==> run_1/floorplan.png <==
Bar = 20 um. Pins as bars on the die edge.
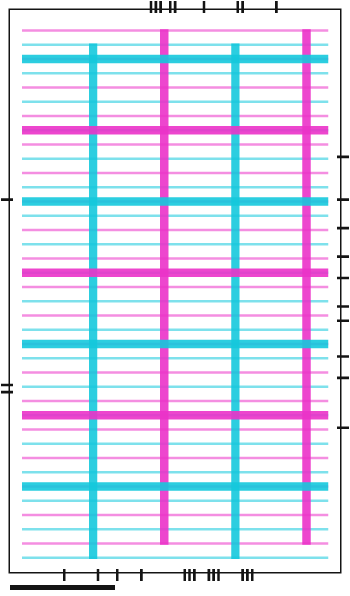
==> run_1/class_map.png <==
Bar = 20 um.
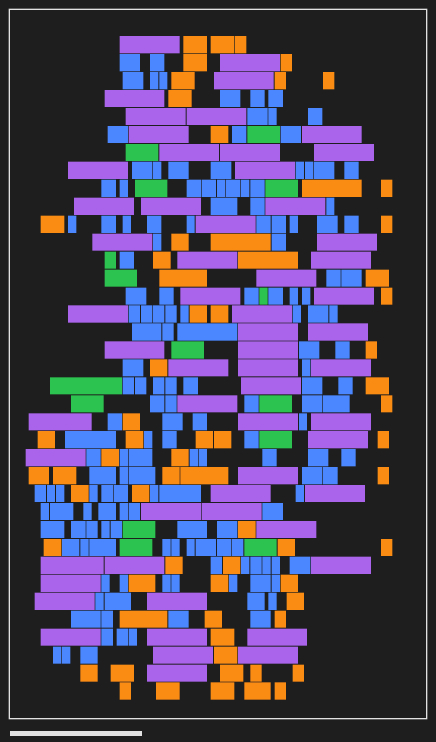
==> run_1/clock_wires.png <==
Bar = 20 um.
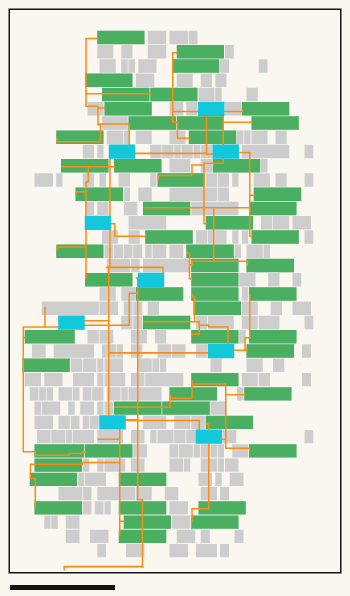
**src/rtl/cfg_pkg.sv**
```systemverilog
// Shared types and constants for the configuration register writer.
// Frame layout: 2b address then 16b data, MSB first.
package cfg_pkg;

  localparam int unsigned FRAME_BITS = 18;
  localparam int unsigned ADR_W      = 2;
  localparam int unsigned DAT_W      = 16;
  localparam int unsigned CNT_W      = 5;
  localparam int unsigned WRCNT_W    = 8;

  typedef enum logic [2:0] {
    IDLE   = 3'd0,
    SHIFT  = 3'd1,
    SETUP  = 3'd2,
    STROBE = 3'd3,
    HOLD   = 3'd4,
    DRAIN  = 3'd5
  } state_e;

  // Address sits above data, matching the order bits arrive on the wire
  typedef struct packed {
    logic [ADR_W-1:0] adr;
    logic [DAT_W-1:0] dat;
  } reg_wr_t;

  function automatic int unsigned max3(input int unsigned a, input int unsigned b,
                                       input int unsigned c);
    int unsigned m;
    m = (a > b) ? a : b;
    return (m > c) ? m : c;
  endfunction

endpackage

```
**src/rtl/cfg_reg_writer.sv**
```systemverilog
// Deserializes 18-bit frames and writes them to the 4x16b config bank with
// address/data setup and hold around a registered write strobe.
module cfg_reg_writer
  import cfg_pkg::*;
#(
  parameter int unsigned SETUP_CYC    = 1,
  parameter int unsigned WR_PULSE_CYC = 2,
  parameter int unsigned HOLD_CYC     = 1
) (
  input  logic               clk_i,
  input  logic               rst_n_i,
  input  logic               ser_en_i,
  input  logic               ser_dat_i,
  output logic               reg_wr_o,
  output logic [ADR_W-1:0]   reg_adr_o,
  output logic [DAT_W-1:0]   reg_dat_o,
  output logic               busy_o,
  output logic               done_o,
  output logic               frame_err_o,
  output logic               ovr_err_o,
  output logic [WRCNT_W-1:0] wr_cnt_o
);

  localparam int unsigned PH_MAX = max3(SETUP_CYC, WR_PULSE_CYC, HOLD_CYC);
  localparam int unsigned PH_W   = (PH_MAX > 1) ? $clog2(PH_MAX) : 1;

  state_e                 r_state, w_state_nxt;
  logic [PH_W-1:0]        r_phase, w_phase_nxt;
  logic [FRAME_BITS-1:0]  r_sr, w_sr_nxt;
  logic [CNT_W-1:0]       r_cnt, w_cnt_nxt;
  logic                   r_ovr_seen, w_ovr_seen_nxt;
  reg_wr_t                r_wr_data, w_wr_data_nxt;
  logic                   r_wr, w_wr_nxt;
  logic                   r_busy, w_busy_nxt;
  logic                   r_done, w_done_nxt;
  logic                   r_ferr, w_ferr_nxt;
  logic                   r_ovr, w_ovr_nxt;
  logic [WRCNT_W-1:0]     r_wrcnt, w_wrcnt_nxt;

  logic    w_shifting;
  logic    w_last_bit;
  logic    w_extra;
  logic    w_timed_nxt;
  reg_wr_t w_frame;

  assign w_shifting = (r_state == IDLE) || (r_state == SHIFT);
  assign w_last_bit = w_shifting && ser_en_i && (r_cnt == CNT_W'(FRAME_BITS - 1));
  assign w_extra    = ser_en_i && !w_shifting;
  assign w_frame    = reg_wr_t'({r_sr[FRAME_BITS-2:0], ser_dat_i});

  // State register
  always_ff @(posedge clk_i or negedge rst_n_i) begin
    if (!rst_n_i) begin
      r_state <= IDLE;
    end else begin
      r_state <= w_state_nxt;
    end
  end

  // Next-state logic; timed states leave when their phase count expires
  always_comb begin
    w_state_nxt = r_state;
    case (r_state)
      IDLE:   if (ser_en_i) w_state_nxt = SHIFT;
      SHIFT: begin
        if (!ser_en_i)      w_state_nxt = IDLE;
        else if (w_last_bit) w_state_nxt = SETUP;
      end
      SETUP:  if (r_phase == PH_W'(SETUP_CYC - 1))    w_state_nxt = STROBE;
      STROBE: if (r_phase == PH_W'(WR_PULSE_CYC - 1)) w_state_nxt = HOLD;
      HOLD:   if (r_phase == PH_W'(HOLD_CYC - 1))     w_state_nxt = ser_en_i ? DRAIN : IDLE;
      DRAIN:  if (!ser_en_i) w_state_nxt = IDLE;
      default: w_state_nxt = IDLE;
    endcase
  end

  // Datapath and registered-output next values, all derived from the next state
  always_comb begin
    w_sr_nxt       = r_sr;
    w_cnt_nxt      = r_cnt;
    w_ovr_seen_nxt = r_ovr_seen;
    w_wr_data_nxt  = r_wr_data;
    w_ferr_nxt     = 1'b0;
    w_ovr_nxt      = 1'b0;

    w_timed_nxt = (w_state_nxt == SETUP) || (w_state_nxt == STROBE) || (w_state_nxt == HOLD);
    w_phase_nxt = (w_timed_nxt && (w_state_nxt == r_state)) ? r_phase + PH_W'(1) : '0;

    if (w_shifting && ser_en_i) begin
      if (w_last_bit) begin
        w_wr_data_nxt = w_frame;
        w_sr_nxt      = '0;
        w_cnt_nxt     = '0;
      end else begin
        w_sr_nxt  = {r_sr[FRAME_BITS-2:0], ser_dat_i};
        w_cnt_nxt = r_cnt + CNT_W'(1);
      end
    end else if ((r_state == SHIFT) && !ser_en_i) begin
      w_ferr_nxt = 1'b1;
      w_sr_nxt   = '0;
      w_cnt_nxt  = '0;
    end

    // Only the first surplus bit of a frame is flagged
    if (w_extra && !r_ovr_seen) begin
      w_ovr_nxt      = 1'b1;
      w_ovr_seen_nxt = 1'b1;
    end
    if (w_state_nxt == IDLE) w_ovr_seen_nxt = 1'b0;

    w_wr_nxt    = (w_state_nxt == STROBE);
    w_busy_nxt  = w_timed_nxt;
    w_done_nxt  = (w_state_nxt == HOLD) && (w_phase_nxt == PH_W'(HOLD_CYC - 1));
    w_wrcnt_nxt = ((w_state_nxt == STROBE) && (r_state != STROBE)) ?
                  r_wrcnt + WRCNT_W'(1) : r_wrcnt;
  end

  // Datapath and output registers
  always_ff @(posedge clk_i or negedge rst_n_i) begin
    if (!rst_n_i) begin
      r_phase    <= '0;
      r_sr       <= '0;
      r_cnt      <= '0;
      r_ovr_seen <= 1'b0;
      r_wr_data  <= '0;
      r_wr       <= 1'b0;
      r_busy     <= 1'b0;
      r_done     <= 1'b0;
      r_ferr     <= 1'b0;
      r_ovr      <= 1'b0;
      r_wrcnt    <= '0;
    end else begin
      r_phase    <= w_phase_nxt;
      r_sr       <= w_sr_nxt;
      r_cnt      <= w_cnt_nxt;
      r_ovr_seen <= w_ovr_seen_nxt;
      r_wr_data  <= w_wr_data_nxt;
      r_wr       <= w_wr_nxt;
      r_busy     <= w_busy_nxt;
      r_done     <= w_done_nxt;
      r_ferr     <= w_ferr_nxt;
      r_ovr      <= w_ovr_nxt;
      r_wrcnt    <= w_wrcnt_nxt;
    end
  end

  assign reg_wr_o    = r_wr;
  assign reg_adr_o   = r_wr_data.adr;
  assign reg_dat_o   = r_wr_data.dat;
  assign busy_o      = r_busy;
  assign done_o      = r_done;
  assign frame_err_o = r_ferr;
  assign ovr_err_o   = r_ovr;
  assign wr_cnt_o    = r_wrcnt;

endmodule

```
**config.mk**
```make
export PLATFORM = sky130hd
export DESIGN_NAME = cfg_reg_writer
export DESIGN_NICKNAME = d
export VERILOG_FILES = /design/src/rtl/cfg_pkg.sv /design/src/rtl/cfg_reg_writer.sv
export SDC_FILE = /design/constraint.sdc
export NUM_CORES = 1
export LEC_CHECK = 0
export ABC_AREA = 1
export CAP_MARGIN = 10
export CORE_ASPECT_RATIO = 1.75
export CORE_MARGIN = 2
export CORE_UTILIZATION = 40
export DETAILED_ROUTE_END_ITERATION = 12
export PLACE_DENSITY = 0.71
export SYNTH_ARGS = -nofsm -noshare
export SYNTH_HDL_FRONTEND = slang
export SYNTH_SLANG_ARGS = --single-unit
```
**constraint.sdc**
```tcl
create_clock -name clk_i -period 1.4 [get_ports clk_i]
set_input_delay 0.42 -clock clk_i [delete_from_list [all_inputs] [get_ports clk_i]]
set_output_delay 0.42 -clock clk_i [all_outputs]
set_load 0.01 [all_outputs]
```
==> flow_results.org, run 1 <==
#+TITLE: Synthesis and PnR summary

** Setup path
- Per the timing report, the biggest fanout along the worst path comes to 9.
- Longest individual stage delay on the worst path :: about 0.47 ns
- Buffer and inverter count on the worst path :: 2
- Worst setup EP type :: flip-flop
- According to the timing report, the critical path is launched from r_state[1].
- STA lists the startpoint of the worst register-to-register path as r_state[1].
- The largest individual stage delay along the critical path comes from the cell sky130_fd_sc_hd__dfrtp_2.
- Cell family with most CP delay :: flip-flops
- Register-to-register path setup slack :: roughly 0.012 ns
- Worst r2r path cells :: 7
- CP startpoint kind :: flip-flop
- Worst Path Class, Setup :: flip-flop to flip-flop
- Looking at the reg2reg group, the worst path ends at reg_dat_o[5].
- Capturing element of the worst setup path :: reg_dat_o[5]
- WP depth :: 7

** STA
- The critical path in the final layout is reported with a setup slack of 0.0119 ns.
- For this run, the final setup violation count is recorded as 0.
- Slew @ Worst Pin :: 0.306 ns
- The worst pin sits at a relative slew slack of 79.6%.
- Timing-limited maximum frequency :: 720 MHz
- Hold timing on the final database bottoms out at a slack of 0.0840 ns.
- In the final timing run, aggregate negative setup slack is 0 ns.

** Final layout
- Number of nets in the finished design :: 304
- The biggest slice of the area belongs to flip-flops and latches.
- The finished layout holds 379 standard cells, fillers aside.
- Fraction of area in clock buffers and inverters :: 6.04%
- Number of flip-flops and latches :: 58
- Antenna cell count :: 0
- By instance count after routing, the leading logic cell types are sky130_fd_sc_hd__dfrtp_1, sky130_fd_sc_hd__inv_1, sky130_fd_sc_hd__buf_4.
- Non-clk bufs :: ~67
- Count of multi-input gates :: 128
- Signal buffers share of area :: 17.7%
- Per the layout area report, the combinational gate area comes to roughly 900 sq um.
- The layout has 508 filler cells.
- The sequential cells in the finished layout cover a total of 1450 sq um.
- Top logic cell by instance count in the layout :: sky130_fd_sc_hd__dfrtp_1
- Clock buffers :: 13
- Area growth from synthesis to layout :: 38.6%
- Non-clock inverters in the final layout number 33.

** Pwr
- Power density cells :: 1820 nW/um^2
- Fraction of power spent switching nets :: between 30% and 40%
- The internal power of the cells totals 0.00404 W.
- Looking at the power breakdown, combinational cells take 37.9% of the total.
- The final power report lists total power as 0.00615 W.
- Net switching power figure :: 0.00210 W

** Floorplanning
- According to the floorplan report, the total die area is between 6000 and 7000 sq um.
- Tap cell instance count :: about 78
- Row generation in the floorplan step produced 37 rows.
- During I/O placement, the number of pins put on the boundary was 35.

** Global routing
- The first global-routing pass estimated ~7.3 mm of wire.
- The number of antenna violations at the first check in global routing came to 0.
- Via count of the first global-routing pass :: 1692
- Met2 Track Usage GR :: 24.8%
- Overflow left after global routing :: 0
- Pin count of the biggest net entering global routing :: 59
- Most Crowded Layer GR :: met2
- For met1 alone, demand over resource in global routing was 15.5%.

** Run status
- The flow ran to the end, and the final reports show no timing, DRC or antenna violations.

** Drt
- TritonRoute output was used to compute an average wire per cell of 13.0 um.
- Routed met3 length :: 155 um
- Number of vias in the routed layout :: 1818
- The violation tally recorded at the end of detailed-routing iteration 0 is a little over 60.
- In the routed layout, each cell is associated on average with a via count of approximately 4.8.

** Logic synthesis
- Most area-consuming cells after synthesis :: sky130_fd_sc_hd__dfrtp_1, sky130_fd_sc_hd__o21ai_2, sky130_fd_sc_hd__o22ai_1
- After synthesis, the most frequently instantiated cells are sky130_fd_sc_hd__dfrtp_1, sky130_fd_sc_hd__inv_1, sky130_fd_sc_hd__nand2_1.
- Most frequently used cell type in the post-synthesis netlist :: sky130_fd_sc_hd__dfrtp_1
- Averaged over all synthesized cells, the footprint is 10.8 sq um.
- Post-synth EDFFs :: 0
- Cell type contributing the most total cell area after synthesis :: sky130_fd_sc_hd__dfrtp_1
- Proportion of synthesized chip area in sequential cells :: 59.5%
- The top cell type by area accounts for 59.5% of the synthesized area.
- Distinct cell type count after synthesis :: 26
- The commonest register cell is sky130_fd_sc_hd__dfrtp_1.
- Post-synthesis chip area from yosys :: 2440 sq um

** Job
- In this run the tools logged warnings totalling 28.

** Placed design
- Count of placed standard cells including taps :: ~360
- Detailed placement reports a standard cell area of 3040 sq um.
- Pre-CTS WS :: -0.398 ns

** Clock tree
- TritonCTS clock tree :: yes
- Looking at the clock tree report, the maximum root-to-sink buffer count equals 2.
- The number of clock sinks came to between 50 and 60.
- The number of hold buffers added after CTS was 0.
- The H-tree generated during clock tree synthesis spans 3 levels.
- Root buffer cell :: sky130_fd_sc_hd__clkbuf_8
- The registers of the reported paths see a clock transition of 0.06 ns.
- Clock buffers created by TritonCTS :: 9
## Picture notes: floorplan.png
Key: magenta = VDD; cyan = VSS
35 signal pins sit on the boundary. The core has 37 rows. 38 met1 rails follow the rows.
horizontal die size: 63.0 um
Placeable Area: 5880 sq um
die height: 107 um
Max IR drop VDD: 0.00129 V

## Picture notes: class_map.png
Key: blue = remaining logic cells [cells 161]; purple = registers [cells 58]; orange = remaining buffers and delay cells [cells 67]; green = clock drivers and dummy loads [cells 15]
utilization after layout: 57.5%
flip-flop and latch share of the layout cell area: 43.0%
Final Instance Area: 3380 sq um

## Picture notes: clock_wires.png
Key: cyan = clock-net drivers [count 9]; green = flip-flops [count 58]; orange = clock wires [length 730 um]
Position of the flops: spread over the die. There are 10 routed clock nets.
Clock net power: 0.00157 W
clock skew after layout: 0.00758 ns
clock latency reported for the late side of the worst-skew pair: 0.33 ns

## run 1: registers in the layout, indices dropped and copies added, names as in the netlist, 2 cells and up
| register | flops |
|---|---|
| r_cnt | 5 |
| r_sr | 17 |
| r_state | 3 |
| reg_adr_o | 2 |
| reg_dat_o | 16 |
| wr_cnt_o | 8 |
## run 1: power by group through the flow
stage,Combinational (W),Clock [W],Sequential [W]
2_1_floorplan,0.00109,0,0.00231
3_3_place_gp,0.00207,0,0.00224
3_5_place_dp,0.00211,0,0.00225
4_1_cts,0.00207,0.00161,0.00222
5_1_grt,0.00255,0.00168,0.00228
6_report,0.00233,0.00157,0.00225
## run 1: kinds of logic after synthesis
logic type | share of synthesized area (%)
compound gates | 13.7
xor+xnor | 3.59
fa+ha+maj | 1.54
buf+inv | 7.29
flops | 59.5
simple gates | 14.4
## Run 2: what changed since run 1
HOLD_SLACK_MARGIN = 0.03   (was not set)
==> run 2 against run 1 <==
  * Clock skew is the same
  * Sequential cell count is the same
  * Count of clock-buffer cells in the layout is the same
  * Clock power is essentially flat
  * Setup slack is the same
  * Worst hold slack is the same
  * Global-route usage is the same
  * Core utilization is the same
  * Non-clock buffer count is the same
  * Die size is the same
  * Register-to-register slack is essentially flat
  * Largest cell class unchanged
==> flow_results.org, run 2 <==
#+TITLE: Synthesis and PnR summary

** Clock tree
- After clock tree synthesis, the flow added hold-fix buffers numbering 0.
- The number of clock buffers added by TritonCTS is 9.
- Root buffer cell :: sky130_fd_sc_hd__clkbuf_8
- Number of buffers between clock root and the deepest sink :: 2
- The CTS log lists the clock sinks for this run as slightly below 60.
- Clock latency reported for the late side of the worst-skew pair :: roughly 0.33 ns
- The timing report gives the clock slew at the launch and capture registers of the worst setup and hold paths as 0.06 ns.

** Setup path
- For reference, the critical path is launched at r_state[1].
- CP startpoint kind :: flip-flop
- For the worst flop-to-flop path, the logic depth is 7.
- Per the STA report, the cell with the highest stage delay on the worst path is sky130_fd_sc_hd__dfrtp_2.
- Data arrival time of the critical path :: 1.61 ns
- STA classifies the critical path endpoint as a flip-flop.
- The critical path in this run is classified as flip-flop to flip-flop.
- R2R Path Start :: r_state[1]
- The worst register-to-register path ends at reg_dat_o[5].
- Per STA, the highest per-stage delay on the worst path measures 0.47 ns.
- In this run the register-to-register setup slack is 0.01 ns.
- Capturing element of the worst setup path :: reg_dat_o[5]

** Final layout
- Between the synthesized netlist and the finished layout, the area growth was recorded as 38.6%.
- Antenna cell count :: 0
- The layout report lists the non-clock buffer share of cell area as ~18%.
- Top logic cell by instance count in the layout :: sky130_fd_sc_hd__dfrtp_1
- Utilization after layout :: 57.5%
- Counting the fill cells in the layout gives 508.
- The register with the most flip-flops in the layout has 17 of them.
- Top reg by flops :: r_sr
- Summing all flip-flop and latch instances after layout gives approximately 1500 sq um.
- The top cell types in the final layout, fill and taps aside, are sky130_fd_sc_hd__dfrtp_1, sky130_fd_sc_hd__inv_1, sky130_fd_sc_hd__buf_4.
- Clock buffers :: 13
- Per the layout area report, the combinational gate area comes to approximately 900 sq um.
- After the last flow step, the layout net total stands at 304.
- Looking at the area split, the leading class of cells is flip-flops and latches.
- Count of non-CTS inverters in the layout :: 33
- Non-clk bufs :: 67
- Number of flip-flops and latches :: 58
- Clock tree buffers and inverters occupy under 10% of the routed design's cell area.
- Flip-flop and latch share of the layout cell area :: 43.0%

** Logic synthesis
- Proportion of synthesized chip area in sequential cells :: 59.5%
- Counting flops with a built-in enable in the synthesized netlist gives 0.
- Looking at the cell usage after synthesis, the top flip-flop cell is sky130_fd_sc_hd__dfrtp_1.
- Counting instances in the post-synthesis netlist gives the leading cell types as sky130_fd_sc_hd__dfrtp_1, sky130_fd_sc_hd__inv_1, sky130_fd_sc_hd__nand2_1.
- Most frequently used cell type in the post-synthesis netlist :: sky130_fd_sc_hd__dfrtp_1
- In this run, distinct cell masters in the synthesized netlist total 26.
- In this run the mean area of a mapped cell was 10.8 sq um.
- Cell type contributing the most total cell area after synthesis :: sky130_fd_sc_hd__dfrtp_1
- For reference, the top cells by area after synthesis are sky130_fd_sc_hd__dfrtp_1, sky130_fd_sc_hd__o21ai_2, sky130_fd_sc_hd__o22ai_1.
- Post-synthesis chip area from yosys :: 2440 sq um

** Global routing
- Via count of the first global-routing pass :: 1692
- Wire length of the first global-routing pass :: 7.33 mm
- Most Crowded Layer GR :: met2
- The number of antenna violations at the first check in global routing is 0.
- The global routing report lists met2 layer usage as 24.8%.

** Floorplanning
- Tap cell instance count :: 78
- Per the OpenROAD floorplan log, the height of the die is 107 um.
- The floorplan has 37 rows.
- Boundary pin count :: 35

** Placed design
- Detailed placement reports a standard cell area of a little over 3000 sq um.
- Count of placed standard cells including taps :: 355
- Setup slack on the worst path after placement came out at -0.398 ns.

** Drt
- For this sky-water flow run, the detailed-routed wirelength per cell is reported as around 13 um.
- Across all layers, the routed design uses between 1.5k and 2k vias.
- DRC marker count from the first detailed-route iteration :: 61
- The script logs the ratio of routed vias to standard cells as ~4.8.

** STA
- The final layout reports a setup TNS of 0 ns.
- Worst relative slew slack :: 79.6%
- Timing-limited maximum frequency :: about 700 MHz
- Looking at the max-slew report, the worst-margin pin has a slew of between 0.3 and 0.4 ns.
- Hold timing on the final database bottoms out at a slack of 0.0840 ns.
- Setup-violating endpoint count in the final report :: 0
- Clock skew after layout :: roughly 0.0076 ns
- After layout, the worst setup slack is 0.0119 ns.

** Pwr
- Max IR drop VDD :: 0.00129 V
- Total power :: just over 0.006 W

** Run status
- Outcome :: finished clean
[run 2: cells by family (layout without fill, tap and decap cells)]
logic type      count (synthesis)  after routing  synth area share [%]
compound gates                 47             47                  13.7
flops                          58             58                  59.5
fa+ha+maj                       3              3                  1.54
buf+inv                        40            115                  7.29
xor+xnor                       10             10                  3.59
simple gates                   68             68                  14.4
[run 2: critical path, delay by kind of cell (launching register included)]
| family | cells | cell delay (ns) |
|---|---|---|
| buffers and inverters | 2 | 0.33 |
| DFF | 1 | 0.47 |
| and+or+nand+nor | 4 | 0.43 |
| AOI/OAI and AO/OA | 1 | 0.05 |
[run 2: report_power, final]
part / switching [W] / internal [W] / total (W)
sequential: 0.000215 / 0.00204 / 0.00225
combinational: 0.00128 / 0.00105 / 0.00233
clock: 0.000612 / 0.000955 / 0.00157
==> run_2/congestion_map.png <==
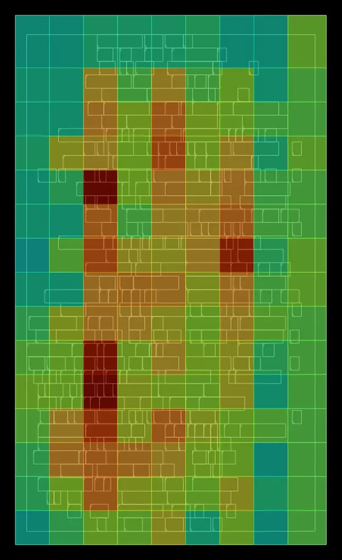
GR Util met1: 15.5%
overall routing resource usage: 14.4%

==> run_2/clock_wires.png <==
Bar = 20 um.
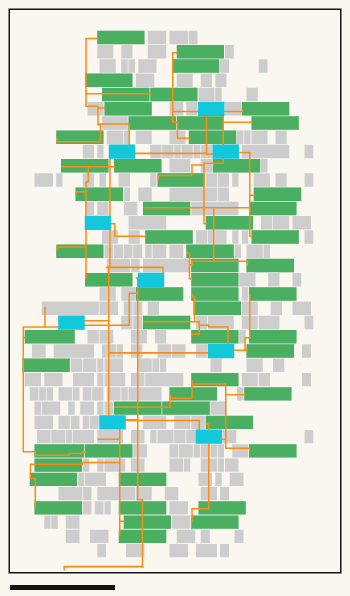
Key: cyan = clock-net drivers [count 9]; green = flip-flops [count 58]; orange = clock wires [length 730 um]
There are 10 routed clock nets. Position of the flops: spread over the die.
share of total power in the clock network: 25.5%

No activity file was given, so power comes from the tool's default toggle rates.
